==> config.mk <==
export PLATFORM = sky130hd
export DESIGN_NAME = spi_ram_flat
export DESIGN_NICKNAME = d
export VERILOG_FILES = /design/src/rtl/spi_ram_if.sv /design/src/rtl/spi_ram.sv /design/src/flat_wrapper.sv
export SDC_FILE = /design/constraint.sdc
export NUM_CORES = 2
export LEC_CHECK = 0
export CAP_MARGIN = 5
export CORE_ASPECT_RATIO = 2
export CORE_MARGIN = 5
export CORE_UTILIZATION = 55
export DETAILED_ROUTE_END_ITERATION = 10
export HOLD_SLACK_MARGIN = 0.15
export PLACE_DENSITY_LB_ADDON = 0.15
export REMOVE_ABC_BUFFERS = 1
export SLEW_MARGIN = 20
export SYNTH_ARGS = -nofsm -noshare
export SYNTH_HDL_FRONTEND = slang
export SYNTH_SLANG_ARGS = --single-unit
==> constraint.sdc <==
create_clock -name CLK -period 6.2 [get_ports CLK]
set_clock_uncertainty 0.1 [all_clocks]
set_input_delay 1.24 -clock CLK [delete_from_list [all_inputs] [get_ports CLK]]
set_output_delay 1.24 -clock CLK [all_outputs]
set_load 0.02 [all_outputs]
Figure 1. Wire density map.
Drawn at 1 px/um. 14 x 28 tiles, from white (low) to dark blue (high), scaled to the fullest tile. Values are wire area over tile area, all layers added.
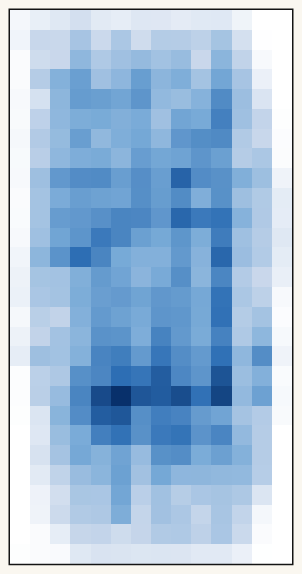
fullest tile: 0.60
nearly empty tiles: 7.4%
tiles over half the peak: 33%
via total after detailed routing: 40,964
total global-route track usage: 27.7%
Final Routed Wirelength: 216,000 um

Figure 2. Port wiring.
Drawn at 1 px/um.
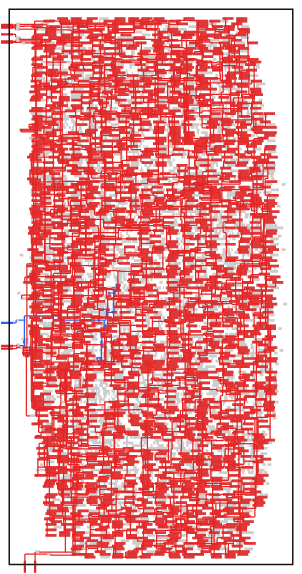
| port | colour | direction | edge | end cells | buffers | wire |
|---|---|---|---|---|---|---|
| bus_rx_data | red | input | 8 left, 2 bottom | 2,070 | 25 | 33.6 mm |
| rst | blue | input | left | 22 | 2 | 264 um |
PortBufs: 22
I/O pin cnt: 23

Figure 3. Clock distribution.
Drawn at 1 px/um.
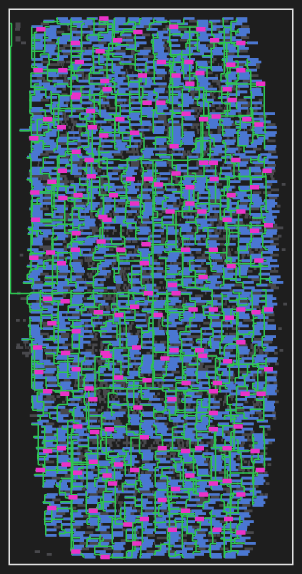
[flip-flops] blue | count: 2,075
[clock wires] green | length: 21.5 mm
[clock-net drivers] magenta | count: 178
routed clock nets: 179
Clock Power Share: 40.7%
Clock net power: 11.2 mW
Insertion Delay late pin: 0.82 ns

==> run summary <==
flow finished, numbers: simple share 2.89%, num tapcells 1,909, pin count of the biggest net entering global routing 150, minimum clock period 4.61 ns, area share, top type 75.6%, Hold Path Depth 2, final setup fails 0, CP max-delay cell dfxtp_4, CLK BUF 204, Clock buf/inv share 6.49%, most frequent CP cell buf_4, number of fill cells in the layout 10,399, first-pass GRT wire length 307,000 um, Comb area share 19.6%, Post-Layout Inst Area 0.0890 mm^2, clock transition at the registers of the reported paths 0.07 ns, dominant cell type by area after synthesis edfxtp_1, comb area leader multiplexers, Slew Viols, Final 0, sequential cell area 0.0621 mm^2, yosys aoi share 4.22%, RSZ-0062 raised after global routing false, Pleak 26.5 nW, most frequent cells in the layout edfxtp_1, mux2i_1, mux4_2, Synth Seq Share 76.3%, most frequent logic cell in the layout edfxtp_1, met3 wire length 13,000 um, HPWL Detailed 140,000 um, Combinational Power Share 3.4%, Gate Count Post-Synth 4,123, Max stage delay on crit path 0.77 ns, outcome finished, final reports clean, H-tree Lvls 4, full die area 0.156 mm^2, family with the most delay on the worst path AND-OR/OR-AND gates, nets@finish 4,200, non-filler instance count after layout 6,233, Non-Clock Inverter Count 5, number of sequential cells 2,075, Setup WS pre-CTS 1.57 ns, Hold Slack 0.354 ns, met2 routed WL 116,000 um, #FFs+latches synth 2,075, Yosys top cell by instances edfxtp_1
Power is estimated from default activity; no workload was simulated.
